logic_types.png
Drawn at 6 px/um.
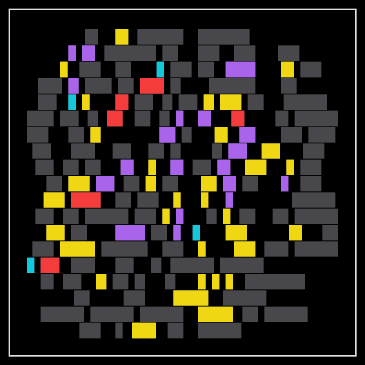
detail.png
Region (33, 4) to (53, 24) um. Cells in grey, sequential cells in the stronger grey; small squares are vias.
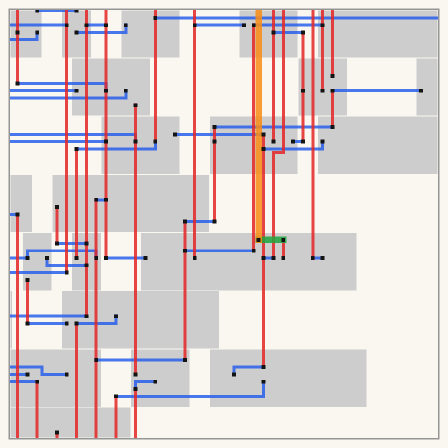
`src/rtl/multicyc_mcu_hs_pkg.sv`:
```
// rtl/multicyc_mcu_hs_pkg.sv - ALU op, opcode and control-select constants for the multicycle controller
package ALUops;
    localparam logic [3:0] ALU_AND = 4'd0;
    localparam logic [3:0] ALU_OR  = 4'd1;
    localparam logic [3:0] ALU_ADD = 4'd2;
    localparam logic [3:0] ALU_SUB = 4'd6;
    localparam logic [3:0] ALU_SLT = 4'd7;
endpackage

package Opcodes;
    localparam logic [5:0] OP_RTYPE   = 6'b000000;
    localparam logic [5:0] OP_LW      = 6'b100011;
    localparam logic [5:0] OP_SW      = 6'b101011;
    localparam logic [5:0] OP_BEQ     = 6'b000100;
    localparam logic [5:0] OP_BNE     = 6'b000101;
    localparam logic [5:0] OP_ADDI    = 6'b001000;
    localparam logic [5:0] OP_J       = 6'b000010;
    localparam logic [5:0] FUNCT_ADD  = 6'b100000;
    localparam logic [5:0] FUNCT_SUB  = 6'b100010;
    localparam logic [5:0] FUNCT_AND  = 6'b100100;
    localparam logic [5:0] FUNCT_OR   = 6'b100101;
    localparam logic [5:0] FUNCT_SLT  = 6'b101010;
endpackage

package MultcycCtrl;
    typedef enum logic [3:0] {
        S_FETCH    = 4'd0,
        S_DECODE   = 4'd1,
        S_MEMADR   = 4'd2,
        S_MEMREAD  = 4'd3,
        S_MEMWB    = 4'd4,
        S_MEMWRITE = 4'd5,
        S_EXECUTE  = 4'd6,
        S_ALUWB    = 4'd7,
        S_BRANCH   = 4'd8,
        S_ADDIEXEC = 4'd9,
        S_ADDIWB   = 4'd10,
        S_JUMP     = 4'd11
    } state_t;

    localparam logic       AddrPC   = 1'b0;
    localparam logic       AddrALU  = 1'b1;
    localparam logic       SrcaPC   = 1'b0;
    localparam logic       SrcaReg  = 1'b1;
    localparam logic [1:0] RegB     = 2'd0;
    localparam logic [1:0] Four     = 2'd1;
    localparam logic [1:0] Imm      = 2'd2;
    localparam logic [1:0] ImmSh2   = 2'd3;
    localparam logic [1:0] PcAlu    = 2'd0;
    localparam logic [1:0] PcAluOut = 2'd1;
    localparam logic [1:0] PcJump   = 2'd2;
endpackage

```
`src/rtl/multicyc_mcu_hs_if.sv`:
```
// rtl/multicyc_mcu_hs_if.sv - controller <-> datapath/memory signal bundle
interface multicyc_mcu_hs_if;
    logic [5:0] opcode;
    logic [5:0] funct;
    logic       zero;
    logic       mem_ready;
    logic       mem_addr_sel;
    logic       ir_we;
    logic       mdr_we;
    logic       alu_srca_sel;
    logic [1:0] alu_srcb_sel;
    logic [3:0] aluop;
    logic [1:0] pc_src_sel;
    logic       mem_rd;
    logic       mem_wr;
    logic       reg_we;
    logic       pc_we;
    logic       wreg_dst_sel;
    logic       wrbck_data_sel;
    logic       illegal_op;
    logic [3:0] state_o;

    modport master (
        input  opcode, funct, zero, mem_ready,
        output mem_addr_sel, ir_we, mdr_we, alu_srca_sel, alu_srcb_sel, aluop,
               pc_src_sel, mem_rd, mem_wr, reg_we, pc_we, wreg_dst_sel,
               wrbck_data_sel, illegal_op, state_o
    );

    modport slave (
        output opcode, funct, zero, mem_ready,
        input  mem_addr_sel, ir_we, mdr_we, alu_srca_sel, alu_srcb_sel, aluop,
               pc_src_sel, mem_rd, mem_wr, reg_we, pc_we, wreg_dst_sel,
               wrbck_data_sel, illegal_op, state_o
    );
endinterface

```
`src/rtl/multicyc_mcu_hs_alu_funct_dec.sv`:
```
// rtl/multicyc_mcu_hs_alu_funct_dec.sv - R-type funct to ALU op map with supported flag
module alu_funct_dec
    import ALUops::*;
    import Opcodes::*;
(
    input  logic [5:0] funct,
    output logic [3:0] aluop,
    output logic       valid
);
    always_comb begin
        aluop = ALU_AND;
        valid = 1'b1;
        case (funct)
            FUNCT_ADD: aluop = ALU_ADD;
            FUNCT_SUB: aluop = ALU_SUB;
            FUNCT_AND: aluop = ALU_AND;
            FUNCT_OR:  aluop = ALU_OR;
            FUNCT_SLT: aluop = ALU_SLT;
            default:   valid = 1'b0;
        endcase
    end
endmodule

```
`src/rtl/multicyc_mcu_hs.sv`:
```
// rtl/multicyc_mcu_hs.sv - multicycle MIPS main control FSM with memory ready handshake
module multicyc_mcu_hs
    import ALUops::*;
    import Opcodes::*;
    import MultcycCtrl::*;
#(
    parameter bit MEM_HS  = 1'b1,
    parameter bit EN_BNE  = 1'b1,
    parameter bit EN_JUMP = 1'b1
) (
    input  logic              clk,
    input  logic              reset,
    multicyc_mcu_hs_if.master bus
);
    state_t     state, state_next;
    logic       rdy;
    logic [3:0] fd_aluop;
    logic       fd_valid;
    state_t     dec_target;
    logic       dec_illegal;

    logic       addr_c, ir_we_c, mdr_we_c, srca_c, mem_rd_c, mem_wr_c;
    logic       reg_we_c, pc_we_c, dst_c, wb_c, illegal_c;
    logic [1:0] srcb_c, pc_src_c;
    logic [3:0] aluop_c;

    assign rdy = MEM_HS ? bus.mem_ready : 1'b1;

    alu_funct_dec u_funct_dec (
        .funct (bus.funct),
        .aluop (fd_aluop),
        .valid (fd_valid)
    );

    always_ff @(posedge clk) begin
        if (reset) state <= S_FETCH;
        else       state <= state_next;
    end

    // Opcode dispatch out of Decode; anything unrecognised returns to Fetch
    always_comb begin
        dec_target  = S_FETCH;
        dec_illegal = 1'b0;
        case (bus.opcode)
            OP_LW, OP_SW: dec_target = S_MEMADR;
            OP_RTYPE:     if (fd_valid) dec_target = S_EXECUTE; else dec_illegal = 1'b1;
            OP_ADDI:      dec_target = S_ADDIEXEC;
            OP_BEQ:       dec_target = S_BRANCH;
            OP_BNE:       if (EN_BNE) dec_target = S_BRANCH; else dec_illegal = 1'b1;
            OP_J:         if (EN_JUMP) dec_target = S_JUMP; else dec_illegal = 1'b1;
            default:      dec_illegal = 1'b1;
        endcase
    end

    always_comb begin
        state_next = S_FETCH;
        addr_c     = AddrPC;
        ir_we_c    = 1'b0;
        mdr_we_c   = 1'b0;
        srca_c     = SrcaPC;
        srcb_c     = RegB;
        aluop_c    = ALU_AND;
        pc_src_c   = PcAlu;
        mem_rd_c   = 1'b0;
        mem_wr_c   = 1'b0;
        reg_we_c   = 1'b0;
        pc_we_c    = 1'b0;
        dst_c      = 1'b0;
        wb_c       = 1'b0;
        illegal_c  = 1'b0;
        case (state)
            S_FETCH: begin
                mem_rd_c   = 1'b1;
                srcb_c     = Four;
                aluop_c    = ALU_ADD;
                ir_we_c    = rdy;
                pc_we_c    = rdy;
                state_next = rdy ? S_DECODE : S_FETCH;
            end
            S_DECODE: begin
                srcb_c     = ImmSh2;
                aluop_c    = ALU_ADD;
                illegal_c  = dec_illegal;
                state_next = dec_target;
            end
            S_MEMADR: begin
                srca_c     = SrcaReg;
                srcb_c     = Imm;
                aluop_c    = ALU_ADD;
                state_next = (bus.opcode == OP_SW) ? S_MEMWRITE : S_MEMREAD;
            end
            S_MEMREAD: begin
                mem_rd_c   = 1'b1;
                addr_c     = AddrALU;
                mdr_we_c   = rdy;
                state_next = rdy ? S_MEMWB : S_MEMREAD;
            end
            S_MEMWB: begin
                reg_we_c   = 1'b1;
                wb_c       = 1'b1;
            end
            S_MEMWRITE: begin
                mem_wr_c   = 1'b1;
                addr_c     = AddrALU;
                state_next = rdy ? S_FETCH : S_MEMWRITE;
            end
            S_EXECUTE: begin
                srca_c     = SrcaReg;
                aluop_c    = fd_aluop;
                state_next = S_ALUWB;
            end
            S_ALUWB: begin
                reg_we_c   = 1'b1;
                dst_c      = 1'b1;
            end
            // IR is stable from Decode onward, so opcode still tells beq from bne here
            S_BRANCH: begin
                srca_c     = SrcaReg;
                aluop_c    = ALU_SUB;
                pc_src_c   = PcAluOut;
                pc_we_c    = (bus.opcode == OP_BNE) ? ~bus.zero : bus.zero;
            end
            S_ADDIEXEC: begin
                srca_c     = SrcaReg;
                srcb_c     = Imm;
                aluop_c    = ALU_ADD;
                state_next = S_ADDIWB;
            end
            S_ADDIWB: reg_we_c = 1'b1;
            S_JUMP: begin
                pc_src_c   = PcJump;
                pc_we_c    = 1'b1;
            end
            default: ;
        endcase
    end

    // Strobes are suppressed while reset is held so an abandoned access never commits
    assign bus.ir_we          = ir_we_c   & ~reset;
    assign bus.mdr_we         = mdr_we_c  & ~reset;
    assign bus.pc_we          = pc_we_c   & ~reset;
    assign bus.reg_we         = reg_we_c  & ~reset;
    assign bus.mem_rd         = mem_rd_c  & ~reset;
    assign bus.mem_wr         = mem_wr_c  & ~reset;
    assign bus.illegal_op     = illegal_c & ~reset;
    assign bus.mem_addr_sel   = addr_c;
    assign bus.alu_srca_sel   = srca_c;
    assign bus.alu_srcb_sel   = srcb_c;
    assign bus.aluop          = aluop_c;
    assign bus.pc_src_sel     = pc_src_c;
    assign bus.wreg_dst_sel   = dst_c;
    assign bus.wrbck_data_sel = wb_c;
    assign bus.state_o        = state;
endmodule
```
`src/flat_wrapper.sv`:
```
// flat-port wrapper written by rule: the top's interface ports become plain ports
module multicyc_mcu_hs_flat import ALUops::*; import Opcodes::*; import MultcycCtrl::*;
#(
    parameter bit MEM_HS  = 1'b1,
    parameter bit EN_BNE  = 1'b1,
    parameter bit EN_JUMP = 1'b1
)
  (clk, reset, bus_opcode, bus_funct, bus_zero, bus_mem_ready, bus_mem_addr_sel, bus_ir_we, bus_mdr_we, bus_alu_srca_sel, bus_alu_srcb_sel, bus_aluop, bus_pc_src_sel, bus_mem_rd, bus_mem_wr, bus_reg_we, bus_pc_we, bus_wreg_dst_sel, bus_wrbck_data_sel, bus_illegal_op, bus_state_o);
  multicyc_mcu_hs_if bus_i ();
  input  logic clk;
  input  logic reset;
  input wire logic [$bits(bus_i.opcode)-1:0] bus_opcode;
  input wire logic [$bits(bus_i.funct)-1:0] bus_funct;
  input wire logic [$bits(bus_i.zero)-1:0] bus_zero;
  input wire logic [$bits(bus_i.mem_ready)-1:0] bus_mem_ready;
  output wire logic [$bits(bus_i.mem_addr_sel)-1:0] bus_mem_addr_sel;
  output wire logic [$bits(bus_i.ir_we)-1:0] bus_ir_we;
  output wire logic [$bits(bus_i.mdr_we)-1:0] bus_mdr_we;
  output wire logic [$bits(bus_i.alu_srca_sel)-1:0] bus_alu_srca_sel;
  output wire logic [$bits(bus_i.alu_srcb_sel)-1:0] bus_alu_srcb_sel;
  output wire logic [$bits(bus_i.aluop)-1:0] bus_aluop;
  output wire logic [$bits(bus_i.pc_src_sel)-1:0] bus_pc_src_sel;
  output wire logic [$bits(bus_i.mem_rd)-1:0] bus_mem_rd;
  output wire logic [$bits(bus_i.mem_wr)-1:0] bus_mem_wr;
  output wire logic [$bits(bus_i.reg_we)-1:0] bus_reg_we;
  output wire logic [$bits(bus_i.pc_we)-1:0] bus_pc_we;
  output wire logic [$bits(bus_i.wreg_dst_sel)-1:0] bus_wreg_dst_sel;
  output wire logic [$bits(bus_i.wrbck_data_sel)-1:0] bus_wrbck_data_sel;
  output wire logic [$bits(bus_i.illegal_op)-1:0] bus_illegal_op;
  output wire logic [$bits(bus_i.state_o)-1:0] bus_state_o;
  assign bus_i.opcode = bus_opcode;
  assign bus_i.funct = bus_funct;
  assign bus_i.zero = bus_zero;
  assign bus_i.mem_ready = bus_mem_ready;
  assign bus_mem_addr_sel = bus_i.mem_addr_sel;
  assign bus_ir_we = bus_i.ir_we;
  assign bus_mdr_we = bus_i.mdr_we;
  assign bus_alu_srca_sel = bus_i.alu_srca_sel;
  assign bus_alu_srcb_sel = bus_i.alu_srcb_sel;
  assign bus_aluop = bus_i.aluop;
  assign bus_pc_src_sel = bus_i.pc_src_sel;
  assign bus_mem_rd = bus_i.mem_rd;
  assign bus_mem_wr = bus_i.mem_wr;
  assign bus_reg_we = bus_i.reg_we;
  assign bus_pc_we = bus_i.pc_we;
  assign bus_wreg_dst_sel = bus_i.wreg_dst_sel;
  assign bus_wrbck_data_sel = bus_i.wrbck_data_sel;
  assign bus_illegal_op = bus_i.illegal_op;
  assign bus_state_o = bus_i.state_o;
  multicyc_mcu_hs #(.MEM_HS(MEM_HS), .EN_BNE(EN_BNE), .EN_JUMP(EN_JUMP)) u_core (.clk(clk), .reset(reset), .bus(bus_i));
endmodule
```
`config.mk`:
```
export PLATFORM = sky130hd
export DESIGN_NAME = multicyc_mcu_hs_flat
export DESIGN_NICKNAME = d
export VERILOG_FILES = /design/src/rtl/multicyc_mcu_hs_pkg.sv /design/src/rtl/multicyc_mcu_hs_if.sv /design/src/rtl/multicyc_mcu_hs_alu_funct_dec.sv /design/src/rtl/multicyc_mcu_hs.sv /design/src/flat_wrapper.sv
export SDC_FILE = /design/constraint.sdc
export NUM_CORES = 1
export LEC_CHECK = 0
export CAP_MARGIN = 30
export CELL_PAD_IN_SITES_DETAIL_PLACEMENT = 1
export CELL_PAD_IN_SITES_GLOBAL_PLACEMENT = 1
export CORE_MARGIN = 2
export CORE_UTILIZATION = 26
export DETAILED_ROUTE_END_ITERATION = 8
export PLACE_DENSITY = 0.76
export SLEW_MARGIN = 0
export SYNTH_ARGS = -nofsm -noshare
export SYNTH_HDL_FRONTEND = slang
export SYNTH_SLANG_ARGS = --single-unit
```
`constraint.sdc`:
```
create_clock -name clk -period 2.1 [get_ports clk]
set_input_delay 0.315 -clock clk [delete_from_list [all_inputs] [get_ports clk]]
set_output_delay 0.315 -clock clk [all_outputs]
set_load 0.05 [all_outputs]
```
==> results.tsv <==
metric	value	unit
outcome	finished clean	
mux cell area share after synthesis	0.0403	
WL/cell	15.7	um
final setup fails	0	
clock latency on the worst-skew pair	0.24	ns
Total Wirelength	2970	um
max reg flops	4	
DRT iter0 DRCs	8	
tool warnings	27	
worst hold path class	flip-flop to flip-flop	
Clock Path Buffers	2	
Arr. time, crit path	1.69	ns
Tcrit/Tclk final	0.955	
CP delay by family, top	AND-OR/OR-AND gates	
and+or+nand+nor area frac	0.442	
Final GP Congestion	0.811	
Critical Path End Type	output port	
Cell Chain, Critical Path	dlygate4sd2_1 -> buf_4 -> a2111o_1 -> a31oi_4 -> a211oi_2 -> buf_6	
worst path required time	1.78	ns
die width	57.5	um
DP Area	0.00144	sq mm
largest net degree at the start of global routing	22	
max_cap viols	0	
first-pass GRT wire length	4890	um
Ports	39	
area grow syn2layout	103	%
Setup crit start kind	primary input	
Dominant flop cell	dfxtp_1	
Final Hold Fails	0	
CTS Root Cell	clkbuf_4	
synth cell count leaders	nor2_1 (14), nor3_1 (12), nand2b_1 (7), o21ai_0 (7), nand2_1 (6)	
post-synth cell types	43	
CTS buffer count	3	
internal power	0.000229	W
part of the power in registers	0.226	
Port Buffer Count	37	
crit path max-delay cell type	a2111o_1	
Peak VDD IR	0.270	mV
crit-path max FO	6	
post-synthesis instance area	744	sq um
Nets	176	
H-tree levels	1	
min cycle time layout	2.01	ns
worst slack, placed	-0.135	ns
post-route ant nets	0	
Flops after synth	4	
Synth area leader	dfxtp_1	
post-layout util	0.552	
GRT Overall Usage	0.186	
setup TNS	0	ns
first-pass iteration count of the detailed router	2	
f_max	498	MHz
DRC errors left	0	
flip-flops with a built-in enable	0	
die area	0.00331	sq mm
Synth top area share	0.108	
Worst Max-Slew Pin Slew	0.499	ns
Final Cell Area	0.00151	sq mm
final worst slack	0.0939	ns
yosys cell count	113	
cell with the most instances after synthesis	nor2_1	
combinational fraction of design power	0.514	
WP buf/inv	3	
floorplan net count	129	
Net Sw Frac	0.383	
ANT cells	0	
final clock skew	0.00490	ns
ranking of synthesized cells by area	dfxtp_1 (11%), nor3_1 (8.1%), nor2_1 (7.1%)	
About logic_types.png:
colour	family	cells
red	and/or cells	6
yellow	nor cells	33
purple	nand cells	19
cyan	inv cells	4

About detail.png:
colour	layer
orange	metal 4
red	metal 2
blue	metal 1
green	metal 3
cells with their middle in the window	19
most frequent	buf_12 (6), nor2_1 (3), buf_4 (3)
sequential cells in the window	0

[metal layers]
metal	part of all wire	track usage	wire length (um)
met2	0.53	0.356	1560
met4	0.016	0.0365	49
met1	0.42	0.218	1240
met5	0	0	0
met3	0.039	0.0249	115
[cell families after synthesis]
group           after synthesis
compound gates               30
mux                           3
simple gates                 58
buf+inv                      15
flops                         4
other cells                   1
xor+xnor                      2
[cells in the final DEF (no fill, tap or decap), drive strengths merged, types with 2 or more instances in the layout]
cell / synthesis / layout
buf: 7 / 35
nor2: 14 / 14
clkdlybuf4s50: 0 / 12
nor3: 12 / 12
nand2b: 8 / 8
o21ai: 7 / 7
nand2: 6 / 6
a21oi: 5 / 5
inv: 4 / 4
dlygate4sd2: 0 / 4
a31oi: 4 / 4
nor2b: 4 / 4
dfxtp: 4 / 4
mux2i: 3 / 3
clkbuf: 4 / 3
nand4b: 2 / 2
xnor2: 2 / 2
nand3b: 2 / 2
o32a: 2 / 2
dlymetal6s2s: 0 / 2
a211oi: 2 / 2
or3: 2 / 2
[power by group through the flow]
stage                     registers, W  clock network, W  logic [W]
after floorplan              0.0000843                 0  0.0000937
final                        0.0000839         0.0000967   0.000191
after detailed placement     0.0000851                 0   0.000186
after CTS                    0.0000838          0.000101   0.000191
after global placement       0.0000848                 0   0.000181
after global routing         0.0000844          0.000109   0.000203
[stage by stage]
step                      power (W)  cells
after global routing       0.000396    189
final                      0.000372    189
after CTS                  0.000376    189
after global placement     0.000266    186
after floorplan            0.000178    113
after detailed placement   0.000272    186
[path summary, 6_finish.rpt]
kind                                            start                     to  slack, ns  cells past startpoint
worst min-delay path            u_core.bus.state_o[3]  u_core.bus.state_o[2]       0.61                      1
worst max-delay path                    bus_opcode[1]         bus_illegal_op       0.09                      6
worst min register to register  u_core.bus.state_o[3]  u_core.bus.state_o[2]       0.61                      1
worst max register to register  u_core.bus.state_o[0]  u_core.bus.state_o[2]       0.37                      4
[cell type report]
class | count | area, sq um
fill | 326 | 1220
timing repair buffer | 53 | 613
multi-input combinational | 94 | 729
sequential | 4 | 90.1
clock buffer | 3 | 22.5
tap | 31 | 38.8
inverter | 4 | 15.0
[repair_timing]
item                                    in CTS  in global routing
endpoints found under the setup margin       3                  3
pin swaps                                    4                  1
setup buffers                                0                  0
resized                                     12                  4
Power and IR drop assume default switching activity.
